Figure 1. Routing congestion map (run 1).
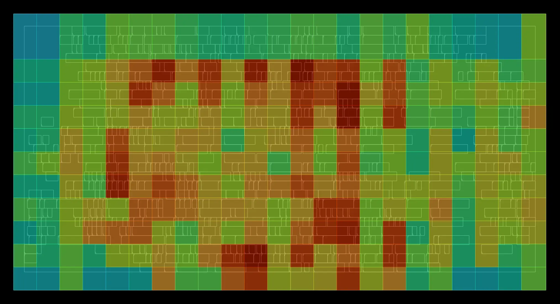
Figure 2. A small window of the routed layout (run 1).
Window x 67 to 92, y 29 to 54 um. Cells in gray, sequential cells in the stronger gray; small squares are vias.
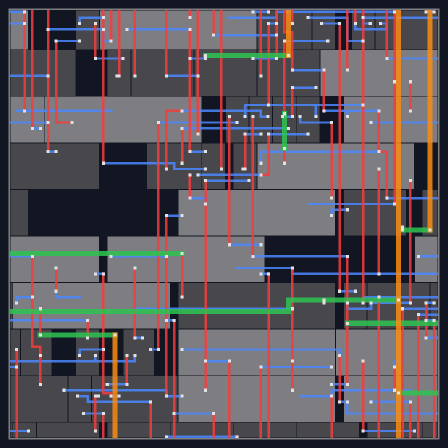
Figure 3. Sizing map (run 1).
Scale: 4 px per um.
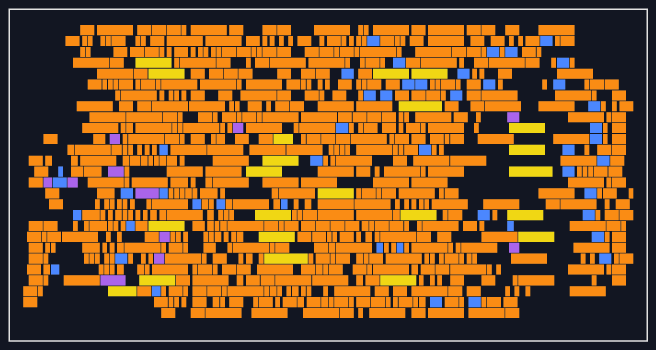
Design obi_data_master, sky130hd; sources not shown.
==> impl_metrics.env, run 1 <==
# yosys + openroad results
export IMPL_critical_path_peak_fanout=2
export IMPL_totalPowerFinal_w=0.00320
export IMPL_place_hpwl_mm=9.41
export IMPL_ff2ff_setup_slack_ns=2.72
export IMPL_fin_skew_ns=0.00751
export IMPL_grt_start_max_net_pins=121
export IMPL_syn_nets=638
export IMPL_grt_overflow=0
export IMPL_final_hold_violation_count=0
export IMPL_numPortBuffers=213
export IMPL_clock_buffer_count_from_cts=17
export IMPL_cts_repair_resized=0
export IMPL_fin_util_pct=70.0
export IMPL_timing_critical_path_from_type="input port"
export IMPL_switching_power_as_a_share_of_total_power_pct=29.5
export IMPL_floorplan_die_area_um2=13100
export IMPL_grt_pass1_vias=4163
export IMPL_synth_lib_cells_used_distinct=27
export IMPL_ys_chip_area_um2=5040
export IMPL_last_weighted_congestion_value_of_the_routability_driven_placer=0.757
export IMPL_cell_at_the_root_of_the_clock_tree="clkbuf_16"
export IMPL_dpl_cell_count=884
export IMPL_whs_path_depth=2
export IMPL_fp_dieH_um=82.6
export IMPL_rsz0062_at_grt="false"
export IMPL_fp_utilization_pct=44.9
export IMPL_post_cts_setup_buffers=0
export IMPL_arrival_ns=2.42
export IMPL_totalNegativeSetupSlack_ns=0
export IMPL_ys_warnings_count=0
export IMPL_drcViolationCount=0
export IMPL_maxSlewViolCount=0
export IMPL_fp_coreArea_um2=11200
export IMPL_final_period_util_pct=72.2
export IMPL_worst_setup_path_type="in -> out"
export IMPL_pwr_share_comb_pct=21.0
export IMPL_relSlewSlack_pct=44.5
export IMPL_most_common_logic_cells_in_the_final_layout="clkdlybuf4s50_1, inv_1, dfrtp_1, nand2_1, nor2_1"
export IMPL_synth_seq_cells=122
export IMPL_critPathCaptureType="output port"
export IMPL_row_count=27
export IMPL_vdd_ir_drop_worst_v=0.000253
export IMPL_wl_per_cell_um=14.6
export IMPL_clkSlewWorstSetupHoldPaths_ns=0.05
export IMPL_synthesis_instances=525
export IMPL_r2r_worst_path_cells=8
export IMPL_switching_power_w=0.000943
export IMPL_share_seq_of_total_power_pct=37.5
export IMPL_setup_viol_count_final=0
export IMPL_clkPwrFrac_pct=41.5
export IMPL_cts_tree="built"
export IMPL_cts_htree_levels=4
export IMPL_power_density_nw_per_um2=408
export IMPL_final_min_clock_period_ns=3.34
export IMPL_io_pins=214
export IMPL_standby_leakage_power_nw=3.95
export IMPL_p_int_w=0.00226
export IMPL_fmaxAchievable_mhz=299
export IMPL_cts_sinks=122
export IMPL_fin_cells=916
export IMPL_drt_pass1_iterations=4
export IMPL_tool_warnings=32
export IMPL_design_final_nets=857
export IMPL_most_numerous_logic_cell_after_layout="clkdlybuf4s50_1"
export IMPL_mappedNetlistArea_um2=5040
export IMPL_antenna_left=0
export IMPL_ys_cells=525
export IMPL_average_via_count_per_standard_cell=4.41
export IMPL_status="finished clean"
export IMPL_min_delay_worst_type="reg -> reg"
export IMPL_seq_area_frac_synth_pct=60.6
export IMPL_grt_first_pass_wirelength_mm=20.6
export IMPL_maxCapViolCount=0
export IMPL_timing_critical_path_required_ns=3.70
export IMPL_antenna_violations_before_repair=0
export IMPL_vias=4040
export IMPL_drt_iter0_markers=242
export IMPL_die_x_um=159
export IMPL_tightestPinTransition_ns=0.832
export IMPL_cts_hold_buffers_added=0
export IMPL_post_synth_cell_area_avg_um2=9.60
export IMPL_totalWireLength_mm=13.4
export IMPL_cts_root_to_sink_buffers=2
export IMPL_layout_drive_gt1_share_pct=10.6
export IMPL_clock_insertion_delay_worst_skew_ns=0.41
export IMPL_antenna_cells_inserted=0
-- Figure 1 (at the start) --
met2 usage: 38.5%
overall track demand over capacity in global routing: 20.4%

-- Figure 2 (at the start) --
| color | layer |
|---|---|
| red | met2 |
| green | met3 |
| orange | met4 |
| blue | met1 |
sequential cells in the window: 13
most frequent: dfrtp_1 (13), clkdlybuf4s50_1 (7)
cells with their middle in the window: 42

-- Figure 3 (at the start) --
| color | size | cells | share |
|---|---|---|---|
| purple | drive 3 to 4 | 11 | 1.5% |
| orange | drive 1 or less | 677 | 89% |
| yellow | drive 6 and up | 22 | 2.9% |
| blue | drive 2 | 47 | 6.2% |
number of non-clock buffers: 216
post-layout instance area: 7850 um^2
layout overhead on the synthesized area: 55.7%

[run 1: final cells by class]
class / count / area, um^2
clock buffers: 20 / 447
well taps: 159 / 199
repair buffers: 216 / 2170
multi-input cells: 262 / 1360
inverters: 125 / 472
flip-flops and latches: 122 / 3050
clock inverters: 12 / 149
fillers: 802 / 3370
[run 1: cells in the mapped netlist (all sizes together)]
library cell / n / area, um^2
a21oi: 5 / 28.8
a22oi: 1 / 7.51
buf: 14 / 158
clkbuf: 2 / 7.51
dfrtp: 122 / 3050
ha: 7 / 87.6
inv: 125 / 469
nand2: 111 / 422
nand3: 12 / 70.1
nand4: 1 / 6.26
nor2: 56 / 230
nor3: 3 / 26.3
o21ai: 58 / 410
o21bai: 1 / 7.51
o31ai: 1 / 7.51
or2: 1 / 6.26
xnor2: 1 / 8.76
xor2: 4 / 35.0
[run 1: per-layer routing]
layer	GRT usage, %	up-vias	part of all wire (%)
li1	-	1988	-
met1	21.0	1886	38
met2	38.5	116	54
met3	4.88	50	3.3
met4	13.4	0	4.9
met5	0	-	0
[run 1: power by group through the flow]
stage,Clock (W),Combinational (W),Sequential [W]
finish,0.00133,0.000673,0.00120
global route,0.00141,0.000723,0.00121
global placement,0,0.000654,0.00121
CTS,0.00136,0.000679,0.00120
detailed placement,0,0.000671,0.00122
floorplan,0,0.000230,0.00140
[run 1: worst max-delay path, stage by stage]
cell             delay (ns)
clkdlybuf4s50_1        0.46
nor3_1                 0.20
clkdlybuf4s50_1        0.83
[run 1: through the flow]
stage / cell area, um^2 / worst slack (ns) / hold WS, ns
after floorplan: 5040 / 0.0801 / 0.442
after global placement: 7250 / 1.29 / 0.447
after detailed placement: 7250 / 1.28 / 0.451
after CTS: 7850 / 1.27 / 0.465
after global routing: 7850 / 1.22 / 0.475
final: 7850 / 1.29 / 0.458
[run 1: cells by family (layout without fill, tap and decap cells)]
group	after synthesis	after routing	synth area share, %
and+or+nand+nor	184	184	15.1
DFF	122	122	60.6
adders and majority gates	7	7	1.74
AOI/OAI and AO/OA	66	66	9.16
buffers and inverters	141	373	12.6
xor gates and xnor gates	5	5	0.869
Figure 4. Where the registers sit (run 1).
Scale: 3 px per um. Other sequential cells in the stronger gray, the rest of the logic in the fainter gray.
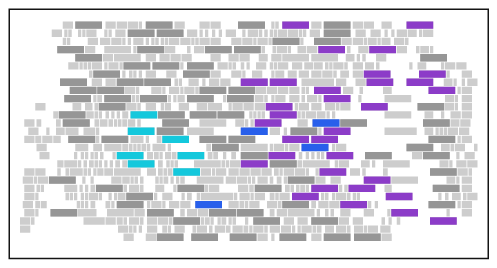

## Run 2: what changed since run 1
==> constraint.sdc (replaced) <==
create_clock -name clk_sys -period 3.18 [get_ports clk_sys]
set_input_delay 0.636 -clock clk_sys [delete_from_list [all_inputs] [get_ports clk_sys]]
set_output_delay 0.636 -clock clk_sys [all_outputs]
set_load 0.05 [all_outputs]
Figure 5. Where the registers sit (run 2).
Scale: 3 px per um. Other sequential cells in the stronger gray, the rest of the logic in the fainter gray.
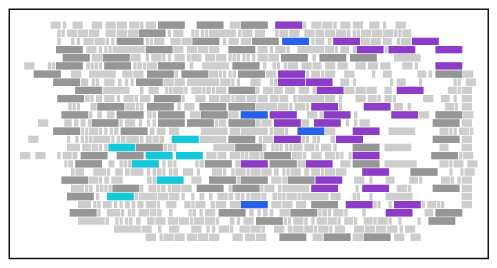
| color | name in the netlist | sequential cells |
|---|---|---|
| cyan | tmo_cnt | 7 |
| purple | data_addr | 32 |
| blue | data_be | 4 |
not colored: 79
share of the final layout cell area in sequential cells: 38.7%
seq pwr: 0.00175 W
Register Area: 3050 um^2
end-of-flow core utilization: 70.4%

Figure 6. Sizing map (run 2).
Scale: 4 px per um.
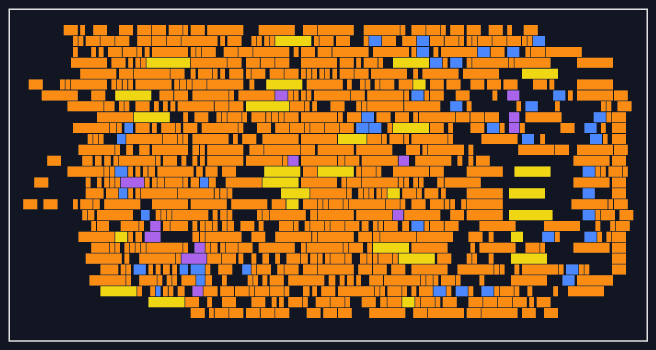
number of non-clock buffers: 218
layout overhead on the synthesized area: 56.6%
post-layout instance area: 7900 um^2
least setup slack across all paths after layout: 0.408 ns

==> impl_metrics.env, run 2 <==
# yosys + openroad results
export IMPL_tool_warnings=31
export IMPL_cts_hold_buffers_added=0
export IMPL_cell_types_occupying_the_most_area_after_synthesis="dfrtp_1, inv_1, nand2_1"
export IMPL_ff2ff_setup_slack_ns=1.24
export IMPL_row_count=27
export IMPL_post_place_ws_ns=0.418
export IMPL_post_synth_top_count_cell="inv_1"
export IMPL_tightestPinTransition_ns=0.803
export IMPL_antenna_cells_inserted=0
export IMPL_synth_lib_cells_used_distinct=27
export IMPL_average_via_count_per_standard_cell=4.48
export IMPL_post_cts_setup_buffers=0
export IMPL_most_common_logic_cells_in_the_final_layout="clkdlybuf4s50_1, inv_1, dfrtp_1, nand2_1, nor2_1"
export IMPL_yosysTopAreaCell="dfrtp_1"
export IMPL_path_depth=5
export IMPL_floorplan_die_area_um2=13100
export IMPL_setup_viol_count_final=0
export IMPL_relSlewSlack_pct=46.5
export IMPL_fp_utilization_pct=44.9
export IMPL_ys_warnings_count=0
export IMPL_cts_tree="built"
export IMPL_cts_htree_levels=4
export IMPL_ys_cells=525
export IMPL_timing_critical_path_required_ns=2.54
export IMPL_clock_buffer_count_from_cts=17
export IMPL_worst_setup_path_type="reg -> out"
export IMPL_die_x_um=159
export IMPL_worst_path_most_repeated_cell="inv_1"
export IMPL_wl_per_cell_um=15.5
export IMPL_ys_chip_area_um2=5040
export IMPL_synthesis_instances=525
export IMPL_mappedNetlistArea_um2=5040
export IMPL_seq_area_frac_synth_pct=60.6
export IMPL_fmaxAchievable_mhz=361
export IMPL_io_pins=214
export IMPL_grt_pass1_vias=4219
export IMPL_track_usage_pct=21.8
export IMPL_drcViolationCount=0
export IMPL_post_synth_cell_area_avg_um2=9.60
export IMPL_antenna_left=0
export IMPL_power_density_nw_per_um2=603
export IMPL_layout_drive_gt1_share_pct=11.1
export IMPL_fp_coreArea_um2=11200
export IMPL_whs_path_depth=2
export IMPL_r2r_worst_path_cells=8
export IMPL_synth_largest_type_area_fraction_pct=60.6
export IMPL_cell_at_the_root_of_the_clock_tree="clkbuf_16"
export IMPL_async_flop_share_pct=100
export IMPL_crit_path_cell_trace="inv_1 -> ha_1 -> inv_1 -> nor3_1 -> clkdlybuf4s50_1"
export IMPL_top_cells_by_count="inv_1, dfrtp_1, nand2_1"
export IMPL_most_numerous_logic_cell_after_layout="clkdlybuf4s50_1"
export IMPL_drt_iter0_markers=297
export IMPL_critical_path_top_delay_family="buffers and inverters"
export IMPL_cts_root_to_sink_buffers=2
export IMPL_edf_count=0
export IMPL_maxSlewViolCount=0
export IMPL_synth_main_ff_cell="dfrtp_1"
export IMPL_critical_path_max_stage_delay_ns=0.83
export IMPL_vdd_ir_drop_worst_v=0.000421
export IMPL_last_weighted_congestion_value_of_the_routability_driven_placer=0.813
export IMPL_timing_critical_path_from_type="flip-flop"
export IMPL_drt_pass1_iterations=6
export IMPL_maxCapViolCount=0
export IMPL_critical_path_peak_fanout=4
export IMPL_grt_start_max_net_pins=66
export IMPL_standby_leakage_power_nw=3.97
export IMPL_final_period_util_pct=87.2
export IMPL_cts_sinks=122
export IMPL_dpl_cell_area_um2=7280
export IMPL_fin_skew_ns=0.0135
export IMPL_grt_overflow=0
export IMPL_cts_repair_resized=0
export IMPL_grt_first_pass_wirelength_mm=21.7
export IMPL_status="finished clean"
export IMPL_path_buffers=3
export IMPL_final_min_clock_period_ns=2.77
export IMPL_fp_dieH_um=82.6
export IMPL_syn_nets=638
export IMPL_clock_insertion_delay_worst_skew_ns=0.42
export IMPL_rsz0062_at_grt="false"
export IMPL_place_hpwl_mm=9.94
export IMPL_antenna_violations_before_repair=0
export IMPL_design_final_nets=859
export IMPL_arrival_ns=2.14
export IMPL_final_fill_count=794
export IMPL_synth_seq_cells=122
export IMPL_min_delay_worst_type="reg -> reg"
export IMPL_clkSlewWorstSetupHoldPaths_ns=0.06
export IMPL_critPathCaptureType="output port"
export IMPL_final_hold_violation_count=0
export IMPL_crit_path_top_delay_cell="clkdlybuf4s50_1"
export IMPL_numPortBuffers=213
Figure 7. Signal wires on met2 (run 2).
Scale: 3 px per um.
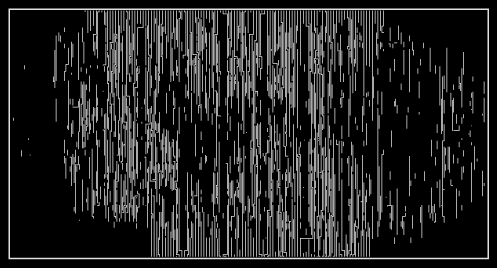
wire length on this layer: 8080 um
share of all routed wire: 57%
longest straight run: 42.0 um
met2 usage: 42.1%
total routed wirelength: 14.2 mm
number of vias in the routed layout: 4117

run 2: layout make-up:
| cell class | instances | area, um^2 | area share [%] |
|---|---|---|---|
| Sequential cell | 122 | 3050 | 38.7 |
| Timing Repair Buffer | 218 | 2190 | 27.8 |
| Multi-Input combinational cell | 262 | 1360 | 17.2 |
| Inverter | 125 | 473 | 5.99 |
| Clock buffer | 17 | 425 | 5.39 |
| Tap cell | 159 | 199 | 2.52 |
| Clock inverter | 15 | 190 | 2.41 |
run 2: cell families (layout without fill, tap and decap cells):
family          Yosys count  after routing  synth area share (%)
fa+ha+maj                 7              7                  1.74
buf+inv                 141            375                  12.6
simple gates            184            184                  15.1
flops                   122            122                  60.6
xor+xnor                  5              5                 0.869
compound gates           66             66                  9.16
run 2: routing by layer:
layer	vias to the layer above	track usage [%]	share of wire, %
li1	1995	-	-
met1	1988	22.7	37
met2	96	42.1	57
met3	38	4.48	3.1
met4	0	13.0	3.4
met5	-	0	0
run 2: where the power goes:
group	internal, W	leakage [nW]	total, W	switching [W]
clock network	0.00125	0.288	0.00202	0.000772
logic	0.000363	2.03	0.000986	0.000623
registers	0.00167	1.65	0.00175	0.0000774
total	0.00329	3.97	0.00476	0.00147
run 2: worst min-delay path, stage by stage (launching register included):
cell,delay (ns)
dfrtp_1,0.34
nand2_1,0.05
inv_1,0.05
run 2: stage by stage:
step	TNS, ns	std cells	hold slack [ns]	power (W)	util, %
floorplan	-8.20	525	0.442	0.00238	-
global placement	0	886	0.450	0.00272	64.9
detailed placement	0	886	0.452	0.00275	64.9
CTS	0	918	0.472	0.00479	70.4
global route	0	918	0.497	0.00494	70.4
finish	0	918	0.469	0.00476	70.4
Power and IR drop assume default switching activity.
